Figure 1. Met3 routing (run 1).
The bar under the picture is 20 µm long.
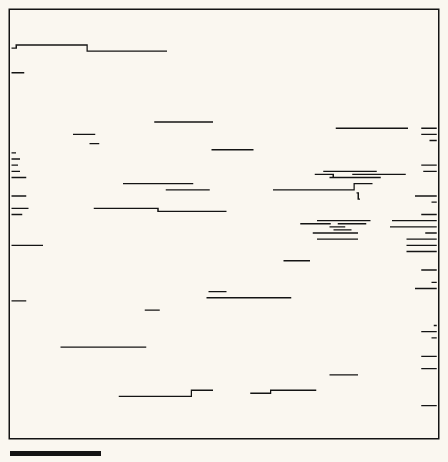
Figure 2. Cell placement (run 1).
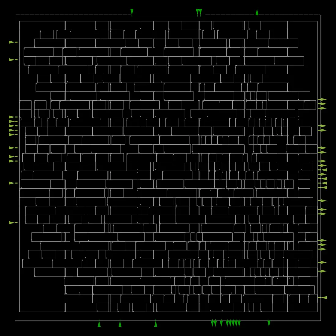
Figure 3. Sizing map (run 1).
The bar under the picture is 20 µm long.
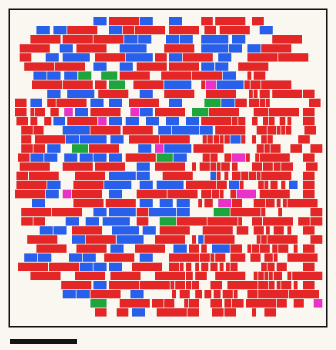
Figure 4. Pin map (run 1).
The bar under the picture is 20 µm long. Pins as bars across the die edge, other pins in grey.
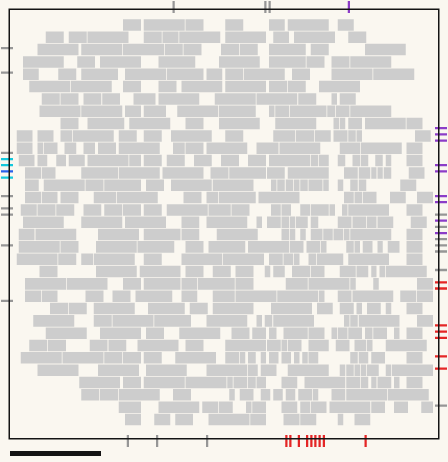
[config.mk]
export PLATFORM = sky130hd
export DESIGN_NAME = fetch_ctrl
export DESIGN_NICKNAME = d
export VERILOG_FILES = /design/src/rtl/fetch_ctrl.sv
export SDC_FILE = /design/constraint.sdc
export NUM_CORES = 1
export LEC_CHECK = 0
export CAP_MARGIN = 20
export CORE_UTILIZATION = 62
export CTS_CLUSTER_DIAMETER = 150
export DETAILED_ROUTE_END_ITERATION = 12
export GPL_ROUTABILITY_DRIVEN = 0
export PLACE_DENSITY = 0.83
export SKIP_LAST_GASP = 1
export SYNTH_ARGS = -nofsm -noshare
export SYNTH_HDL_FRONTEND = slang
export SYNTH_SLANG_ARGS = --single-unit
export TNS_END_PERCENT = 1
[constraint.sdc]
create_clock -name CLK -period 5 [get_ports CLK]
set_input_delay 0.5 -clock CLK [delete_from_list [all_inputs] [get_ports CLK]]
set_output_delay 0.5 -clock CLK [all_outputs]
set_load 0.01 [all_outputs]
[src/rtl/fetch_ctrl.sv]
// Instruction fetch controller: drives the program counter through the
// IDLE/LOAD/RUN/HALTED sequence, resolves taken branches through a small
// register-file target LUT and counts retired instructions.
module fetch_ctrl #(
  parameter int unsigned PC_W       = 10,
  parameter int unsigned LUT_DEPTH  = 8,
  parameter int unsigned START_ADDR = 0,
  parameter int unsigned CNT_W      = 16
) (
  input  logic                         CLK,
  input  logic                         RESET,
  input  logic                         start,
  input  logic                         HALT_REQ,
  input  logic                         BRANCH,
  input  logic                         ZERO,
  input  logic [$clog2(LUT_DEPTH)-1:0] TGT_SEL,
  input  logic                         LUT_WE,
  input  logic [$clog2(LUT_DEPTH)-1:0] LUT_ADDR,
  input  logic [PC_W-1:0]              LUT_DATA,
  output logic [PC_W-1:0]              PC,
  output logic                         halt,
  output logic                         running,
  output logic [CNT_W-1:0]             InstCounter
);

  localparam logic [PC_W-1:0] StartPc = PC_W'(START_ADDR);
  localparam logic [PC_W-1:0] PcMax   = '1;

  typedef enum logic [1:0] {StIdle, StLoad, StRun, StHalted} state_e;

  state_e           state_q, state_d;
  logic [PC_W-1:0]  pc_q, pc_d;
  logic [CNT_W-1:0] cnt_q, cnt_d;
  logic             halt_q, halt_d;
  logic             running_q, running_d;
  logic [PC_W-1:0]  lut_q [LUT_DEPTH];

  // Next-state, next-PC and retire-count decode; start overrides everything.
  always_comb begin
    state_d = state_q;
    pc_d    = pc_q;
    cnt_d   = cnt_q;
    if (start) begin
      state_d = StLoad;
      pc_d    = StartPc;
      cnt_d   = '0;
    end else begin
      unique case (state_q)
        StIdle:   state_d = StIdle;
        StLoad:   state_d = StRun;
        StRun: begin
          // Every RUN edge retires one instruction, including the one that halts.
          cnt_d = (cnt_q == '1) ? cnt_q : cnt_q + 1'b1;
          if (HALT_REQ) begin
            state_d = StHalted;
          end else if (BRANCH && ZERO) begin
            // Registered LUT read: a same-edge write is seen only afterwards.
            pc_d = lut_q[TGT_SEL];
          end else if (pc_q == PcMax) begin
            state_d = StHalted;
          end else begin
            pc_d = pc_q + 1'b1;
          end
        end
        StHalted: state_d = StHalted;
        default:  state_d = StIdle;
      endcase
    end
    running_d = (state_d == StRun);
    halt_d    = (state_d == StHalted);
  end

  // State, registered outputs and LUT storage; reset clears everything at once.
  always_ff @(posedge CLK or negedge RESET) begin
    if (!RESET) begin
      state_q   <= StIdle;
      pc_q      <= StartPc;
      cnt_q     <= '0;
      halt_q    <= 1'b0;
      running_q <= 1'b0;
      for (int i = 0; i < int'(LUT_DEPTH); i++) begin
        lut_q[i] <= '0;
      end
    end else begin
      state_q   <= state_d;
      pc_q      <= pc_d;
      cnt_q     <= cnt_d;
      halt_q    <= halt_d;
      running_q <= running_d;
      if (LUT_WE) begin
        lut_q[LUT_ADDR] <= LUT_DATA;
      end
    end
  end

  assign PC          = pc_q;
  assign halt        = halt_q;
  assign running     = running_q;
  assign InstCounter = cnt_q;

endmodule

==> impl_metrics.tcl, run 1 <==
# yosys + openroad results
set metrics [dict create \
    root_buffer "clkbuf_8" \
    vias_per_cell 6.24 \
    avgSynthCellArea_um2 13.3 \
    slew_violations 0 \
    max-slew-margin-rel 0.272 \
    grt_start_max_net_pins 64 \
    pwr-share-clk 0.240 \
    worstRegToRegCells 6 \
    nets 470 \
    diodes 0 \
    remaining_drc_errors 0 \
    top_area_frac 0.520 \
    post-cts-setup-buffers 0 \
    grt_util_met2 0.405 \
    yosys_area_um2 5300 \
    synth-edff-count 0 \
    htree_num_levels 3 \
    grt.busiest_layer "met2" \
    ioPinCount 51 \
    rrSetupSlack_ps 2830 \
    hold_viol_final 0 \
    cts-resized-gates 0 \
    setup_violations 0 \
    async_reset_ff_frac 1.00 \
    grtUsageTotal 0.269 \
    drv_cap 0 \
    synth_stat.cells 397 \
    cp-start-kind "input port" \
    dieArea_um2 8910 \
    fin_skew_ps 8.07 \
    grt_util_met1 0.404 \
    intPower_uw 1430 \
    status "finished clean" \
    drive_above_1_share 0.297 \
    end_kind "register" \
    worstMarginPinSlew_ps 1090 \
    cts.sinks 110 \
    dpl.hpwl_mm 7.49 \
    drt_iter0_drc 146 \
    antenna_found_initial 0 \
]
About Figure 1:
main direction = horizontal
share of all routed wire = 4.2%
nets with wire on the layer = 55
wire length on this layer = 453 µm
via count: 3,451
Total Routed Length: 10.9 mm
met3 Resource Use GR: 0.0564

About Figure 2:
Fill cells: 584
Tapcell Cnt: 105
Cell Count, Final, Fillers Out: 553
sequential cell area share: 0.456

About Figure 3:
green -> x6 and larger  # cells 10
blue -> x2  # cells 113
magenta -> x3 and x4  # cells 10
red -> x1 and smaller  # cells 315
fin area: 6030 µm²
nonclk buf count: 55
Area growth syn-to-layout: 13.9%
post-route worst setup slack: 2340 ps

About Figure 4:
cyan -> LUT_ADDR  # pins 3, direction input, edge left
red -> InstCounter  # pins 16, direction output, edge 9 bottom, 7 right
purple -> PC  # pins 10, direction output, edge 9 right, 1 top
blue -> LUT_WE  # pins 1, direction input, edge left
all pins by edge = 23 right, 12 left, 12 bottom, 4 top
Die H: 94.4 µm
PortBufs: 50
die width: 94.4 µm

-- run 1: power groups by stage --
stage	logic [µW]	registers, µW	clock network [µW]
detailed placement	341	1140	0
CTS	343	1120	467
floorplan	253	1100	0
global route	371	1140	500
global placement	328	1120	0
finish	340	1120	460
-- run 1: kinds of logic after synthesis --
family	after synthesis	synth area share
buffers and inverters	22	0.0194
adder cells (fa/ha/maj)	2	0.00473
XOR/XNOR	15	0.0248
AND-OR/OR-AND	35	0.0473
multiplexers	111	0.277
AND/OR/NAND/NOR	102	0.107
flip-flops	110	0.520
-- run 1: routing by layer --
layer  share of wire  wire length (µm)  vias up
li1                -                 -     1582
met1            0.48              5230     1772
met2            0.47              5100       88
met3           0.042               453        9
met4          0.0089                97        0
met5               0                 0        -
-- run 1: worst max-delay path: stages --
cell and delay (ps):
clkdlybuf4s50_1 1060, buf_4 340, mux4_2 510, mux2i_1 200, a211oi_1 110, a22o_1 190
-- run 1: synthesized netlist by cell type, types with 3 or more instances --
cell type and number:
nand3_1 9, o21ai_0 8, a22o_1 3, nor2b_1 3, nor3_1 5, nand2_1 21
xor2_1 7, mux2i_1 6, a21oi_1 4, nand4b_1 4, inv_1 4, nor4_1 3
xnor2_1 8, dfrtp_1 110, clkbuf_1 11, a311oi_1 4, mux2_2 85, and3_1 3
o211ai_1 3, buf_2 4, mux4_2 20, nand4_1 7, nor2_1 27
-- run 1: worst min-delay path by stage --
stage | to | start
after floorplan | InstCounter[0] | RESET
after global placement | lut_q[11] | lut_q[11]
after detailed placement | lut_q[58] | lut_q[58]
after CTS | InstCounter[2] | RESET
after global routing | InstCounter[5] | RESET
final | InstCounter[2] | RESET
-- run 1: flip-flops by register name, indices dropped and copies added, names as in the netlist --
register and count:
halt 1, PC 10, InstCounter 16, state_q 2, running 1, lut_q 80
-- run 1: area by class of cell --
cell class                 instances  area (µm²)
multi-input combinational        265        2440
clock buffer                      10         128
fill                             584        2230
tap                              105         131
clock inverter                     4        26.3
sequential                       110        2750
inverter                           4        15.0
timing repair buffer              55         539
-- run 1: through the flow --
stage	worst slack [ps]	power, µW	cells	area, µm²	hold WS [ps]
2_1_floorplan	3090	1350	397	5300	204
3_3_place_gp	1940	1450	538	5870	483
3_5_place_dp	1920	1480	538	5870	493
4_1_cts	2300	1930	552	6020	224
5_1_grt	2170	2010	553	6030	248
6_report	2340	1920	553	6030	194
-- run 1: layout by cell type, fill, tap and decap left out, types with 3 or more instances in the layout --
cell             synthesis  layout
mux2_2                  85      85
dfrtp_1                110     110
o211ai_1                 3       3
a22o_1                   3       3
buf_4                    0       5
nand2_1                 21      21
nand3_1                  9       9
mux4_2                  20      20
xnor2_1                  8       8
nor2b_1                  3       3
clkdlybuf4s50_1          0      49
nor4_1                   3       3
nand4_1                  7       7
nor3_1                   5       5
and3_1                   3       3
inv_1                    4       4
mux2i_1                  6       6
o21ai_0                  8       8
xor2_1                   7       7
nand4b_1                 4       4
nor2_1                  27      27
clkbuf_8                 0       9
a311oi_1                 4       4
a21oi_1                  4       4
Figure 5. Metal layers overlaid (run 1).
The bar under the picture is 20 µm long.
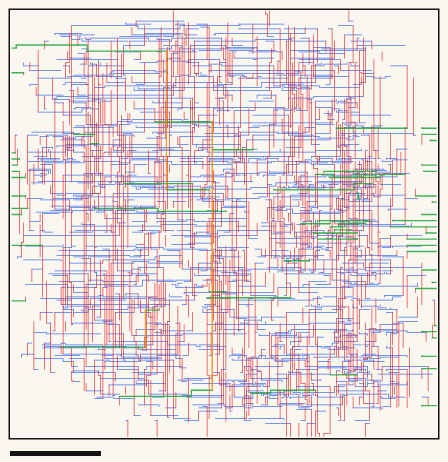

--- run 2 (diff from run 1) ---
--- a/config.mk
+++ b/config.mk
@@ -6,11 +6,11 @@
 export NUM_CORES = 1
 export LEC_CHECK = 0
 export CAP_MARGIN = 20
-export CORE_UTILIZATION = 62
+export CORE_UTILIZATION = 52
 export CTS_CLUSTER_DIAMETER = 150
 export DETAILED_ROUTE_END_ITERATION = 12
 export GPL_ROUTABILITY_DRIVEN = 0
-export PLACE_DENSITY = 0.83
+export PLACE_DENSITY = 0.73
 export SKIP_LAST_GASP = 1
 export SYNTH_ARGS = -nofsm -noshare
 export SYNTH_HDL_FRONTEND = slang
==> constraint.sdc (replaced) <==
create_clock -name CLK -period 2.1 [get_ports CLK]
set_input_delay 0.21 -clock CLK [delete_from_list [all_inputs] [get_ports CLK]]
set_output_delay 0.21 -clock CLK [all_outputs]
set_load 0.01 [all_outputs]
Figure 6. Metal layers overlaid (run 2).
The bar under the picture is 20 µm long.
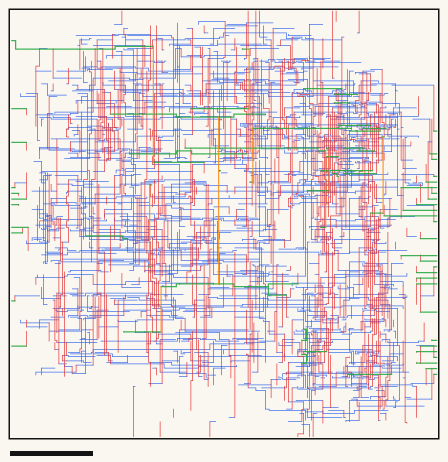
blue -> M1  # wire length 5,430 µm
orange -> M4  # wire length 173 µm
red -> M2  # wire length 5,620 µm
green -> M3  # wire length 485 µm
Total Routed Length: 11.7 mm
via count: 3,617
GRT Resource Usage Total: 0.242

Figure 7. Cell placement (run 2).
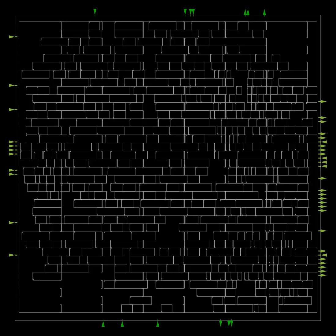
Core Rows: 36
Cell Count, Final, Fillers Out: 608
seq_cells: 110
sequential cell area share: 0.432

==> impl_metrics.tcl, run 2 <==
# yosys + openroad results
set metrics [dict create \
    comb_area_um2 2440 \
    pwr-share-clk 0.291 \
    avgSynthCellArea_um2 13.3 \
    dpl.hpwl_mm 8.03 \
    setup_violations 0 \
    drt_iter0_drc 174 \
    largest_register_ffs 80 \
    diodes 0 \
    cts.sinks 110 \
    drive_above_1_share 0.337 \
    synth.most_common_cell "dfrtp_1" \
    htree_num_levels 3 \
    hold_viol_final 0 \
    async_reset_ff_frac 1.00 \
    ys_sh_adder 0.00473 \
    final_common_cell "dfrtp_1" \
    slew_violations 0 \
    dieArea_um2 10600 \
    ff_latch_area_um2 2750 \
    syn2layout_area_growth_pct 20.2 \
    antenna_found_initial 0 \
    fin_ws_ps 117 \
    aoi_share 0.0473 \
    cts-resized-gates 0 \
    root_buffer "clkbuf_8" \
    synth_stat.cells 397 \
    port_buffers 50 \
    die_h_um 103 \
    critPathMaxStageDelay_ps 680 \
    worstRegToRegCells 5 \
    max-slew-margin-rel 0.640 \
    fin_skew_ps 9.98 \
    ioPinCount 51 \
    path_cells "or4b_1 > buf_4 > nor2_1 > nand2_1 > o311ai_0" \
    vias_per_cell 5.95 \
    crit_buf_inv 1 \
    pre_cts_ws_ps -177 \
    end_kind "register" \
    largest-register "lut_q" \
    netlist_top_cells_count "110 x dfrtp_1, 85 x mux2_2, 27 x nor2_1" \
    synth-edff-count 0 \
    lay_top_cells "110 x dfrtp_1, 85 x mux2_2, 49 x clkdlybuf4s50_1" \
    cp-start-kind "register" \
    logic_family "multiplexers" \
    intPower_uw 3720 \
    ys_sh_mux 0.277 \
    simple_gate_share 0.107 \
    status "finished clean" \
    synth_xor_xnor_area_share 0.0248 \
]
==> run 2: cell count changes in the layout (fill, tap and decap cells not counted), moves of 2 or more <==
cell,previous run,this run
buf_12,0,3
buf_4,5,27
bufinv_16,0,2
inv_6,0,3
==> run 2: cell families (layout without fill, tap and decap cells) <==
| family | count (synthesis) | in the layout |
|---|---|---|
| muxes | 111 | 111 |
| AOI/OAI and AO/OA | 35 | 35 |
| xor gates and xnor gates | 15 | 15 |
| DFF | 110 | 110 |
| and+or+nand+nor | 102 | 102 |
| adders and majority gates | 2 | 2 |
| buffers and inverters | 22 | 100 |
==> run 2: per-stage QoR <==
stage	hold WS, ps	cells	total power [µW]	setup TNS (ps)	cell area [µm²]
finish	286	608	4940	0	6370
global route	304	608	5170	-3.38	6370
CTS	285	606	4980	0	6350
detailed placement	129	589	3550	-993	6110
global placement	124	589	3490	-671	6110
floorplan	-85.6	397	3220	0	5300
==> run 2: final cells by class <==
class / count / share of cell area
Timing Repair Buffer: 80 / 0.120
Multi-Input combinational cell: 265 / 0.383
Tap cell: 133 / 0.0261
Clock inverter: 6 / 0.0143
Inverter: 4 / 0.00236
Sequential cell: 110 / 0.432
Clock buffer: 10 / 0.0216
==> run 2: power groups by stage <==
stage	combinational, µW	clock [µW]	sequential [µW]
final	856	1440	2650
after global routing	925	1560	2690
after floorplan	602	0	2620
after global placement	821	0	2660
after detailed placement	860	0	2690
after CTS	864	1470	2640
==> run 2: worst max-delay path by stage <==
stage             to  depth (start not counted)       start  slack, ps
2_1_floorplan  PC[0]                          6       PC[0]        190
3_3_place_gp   PC[9]                          6  TGT_SEL[0]       -170
3_5_place_dp   PC[9]                          6  TGT_SEL[0]       -180
4_1_cts        PC[9]                          7       PC[0]         70
5_1_grt        PC[4]                          5  state_q[0]         -3
6_report       PC[4]                          5  state_q[0]        120
==> run 2: timing repair <==
item	in CTS	in global routing
hold buffers	1	0
endpoints found under the hold margin	21	0
endpoints found under the setup margin	0	4
buffers inserted	0	2
==> run 2: per-layer routing <==
| metal | share of wire | vias to the layer above | global-route usage |
|---|---|---|---|
| met2 | 0.48 | 99 | 0.398 |
| met5 | 0 | - | 0 |
| met1 | 0.46 | 1865 | 0.329 |
| met3 | 0.041 | 19 | 0.0495 |
| li1 | - | 1634 | - |
| met4 | 0.015 | 0 | 0.0650 |
Power figures rest on the tool's default switching activity, not on a simulated workload.
